### Signal wires by layer

Scale: 1.5 px per um.
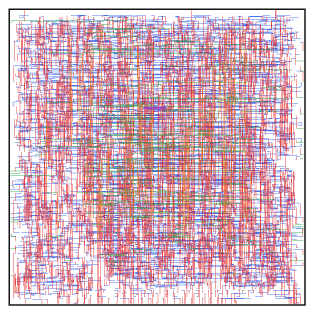
### Track usage over the die

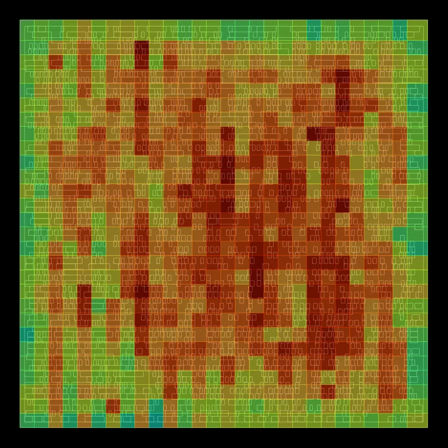
### The metal 3 layer

Scale: 1.5 px per um. Cells faint in the background.
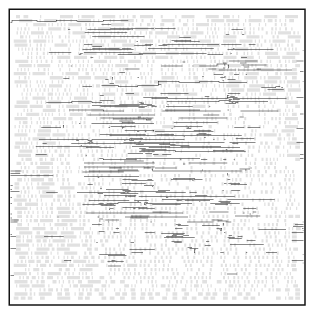
### Sequential cells grouped by signal name

Scale: 1.5 px per um.
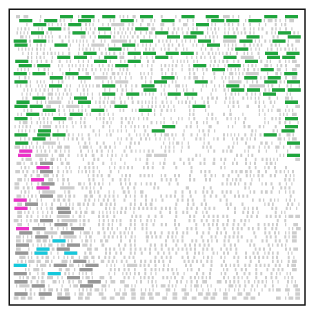
==> config.mk <==
export PLATFORM = sky130hd
export DESIGN_NAME = poly_coeff_unpacker
export DESIGN_NICKNAME = d
export VERILOG_FILES = /design/src/rtl/saber_unpack_pkg.sv /design/src/rtl/poly_coeff_unpacker.sv
export SDC_FILE = /design/constraint.sdc
export NUM_CORES = 1
export LEC_CHECK = 0
export ABC_AREA = 1
export CAP_MARGIN = 20
export CELL_PAD_IN_SITES_DETAIL_PLACEMENT = 1
export CELL_PAD_IN_SITES_GLOBAL_PLACEMENT = 1
export CORE_MARGIN = 2
export CORE_UTILIZATION = 42
export CTS_CLUSTER_SIZE = 16
export DETAILED_ROUTE_END_ITERATION = 6
export PLACE_DENSITY_LB_ADDON = 0.1
export SLEW_MARGIN = 10
export SYNTH_ARGS = -nofsm -noshare
export SYNTH_HDL_FRONTEND = slang
export SYNTH_SLANG_ARGS = --single-unit
==> constraint.sdc <==
create_clock -name clk -period 8.3 [get_ports clk]
set_input_delay 1.66 -clock clk [delete_from_list [all_inputs] [get_ports clk]]
set_output_delay 1.66 -clock clk [all_outputs]
set_load 0.1 [all_outputs]
==> reports/qor_table.md <==
| Group | Parameter | Value |
|---|---|---|
| die | Starting Density | 42.45% |
| outcome | Result of the run | completed |
| logic synthesis | Synthesis-stage register bit count | 173 |
| logic synthesis | Post-Synthesis Net Count | 2737 |
| grt | Via count of the first global-routing pass | 18760 |
| final layout | Multi-input gates | 2105 |
| logic synthesis | Synthesized area per cell | 5.849 um^2 |
| drt | Starting DRT DRC Count | 1632 |
| drt | Pre-antenna DRT Iters | 5 |
| final layout | Final net count | 2693 |
| flow run | Number of warnings in the stage logs | 29 |
| final layout | Final non-filler cell area | 0.01714 mm^2 |
| logic synthesis | Post-synthesis cell type with the largest combined area | dfrtp_1 |
| logic synthesis | Top area cells in the synthesized netlist | dfrtp_1 28%, nand3_1 25%, nand2_1 23% |
| die | Width of the chip | 196.1 um |
| final layout | Post-Layout Cell Count | 3089 |
| drt | Number of design rule violations left after detail routing | 0 |
| worst setup path | Crit path kind | in -> reg |
| logic synthesis | Post-synthesis instance area | 0.01550 mm^2 |
| final layout | Number of fill cells in the layout | 5038 |
| final layout | Count of flip-flops and latches | 173 |
| clock network | Buffer levels on the longest clock path | 2 |
| clock network | Clock tree sinks | 173 |
| logic synthesis | Fraction of the mapped netlist area in compound gates | 8.481% |
| logic synthesis | Number of distinct standard cells referenced by the synthesized netlist | 35 |
| final layout | Largest register FFs | 128 |
| placed design | Placed cell areas | 0.01650 mm^2 |
| die | Area inside the core boundary | 0.03652 mm^2 |
| final layout | Number of diodes added for antenna fixing | 1 |
| final layout | Commonest Layout Cell | nand2_1 |
| final layout | Tally of clock buffers in the finished layout | 18 |
| final layout | Clock network area share | 3.708% |
| clock network | CTS tree | done |
| timing | Number of hold violations in the final report | 0 |
| worst setup path | Crit path DAT | 5.83 ns |
| final layout | Non-clock inverter total of the final layout | 176 |
| timing | Post-layout minimum cycle time | 5.435 ns |
| placed design | Buffers added on ports | 108 |
| final layout | P&R area growth vs syn | 10.55% |
| timing | Final count of negative-setup-slack endpoints | 0 |
Notes on 'Signal wires by layer' above:
legend:
  met5:
    colour: purple
    wire_length: 13.8 um
  met4:
    colour: orange
    wire_length: 3110 um
  met2:
    colour: red
    wire_length: 33.5 mm
  met3:
    colour: green
    wire_length: 4380 um
  met1:
    colour: blue
    wire_length: 29.4 mm
Via Count: 18570
wire length reported by the detailed router: 70.35 mm
Wirelength per Cell: 22.77 um

Notes on 'Track usage over the die' above:
met2 track demand over resource: 62.61%
met1 capacity usage during global routing: 46.41%
met3 Resource Use GR: 5.759%
global routing's busiest layer: met2

Notes on 'The metal 3 layer' above:
nets with wire on the layer: 234
share of all routed wire: 6.2%

Notes on 'Sequential cells grouped by signal name' above:
legend:
  coeff_idx:
    colour: magenta
    sequential_cells: 8
    where: middle left
  words_q:
    colour: cyan
    sequential_cells: 6
    where: lower left
  buf_q:
    colour: green
    sequential_cells: 128
Register Area: 0.004329 mm^2
Final Core Density: 46.93%
fraction of area in registers: 25.26%

-- metal layers --
layer / part of all wire (%) / global-route usage, % / vias to the layer above
li1: - / - / 8688
met1: 42 / 46.41 / 9115
met2: 48 / 62.61 / 608
met3: 6.2 / 5.759 / 157
met4: 4.4 / 15.85 / 2
met5: 0.018 / 0 / -
-- cells by family after synthesis --
| logic type | Yosys count |
|---|---|
| flops | 173 |
| simple gates | 1824 |
| compound gates | 251 |
| xor+xnor | 12 |
| mux | 8 |
| buf+inv | 373 |
| fa+ha+maj | 10 |
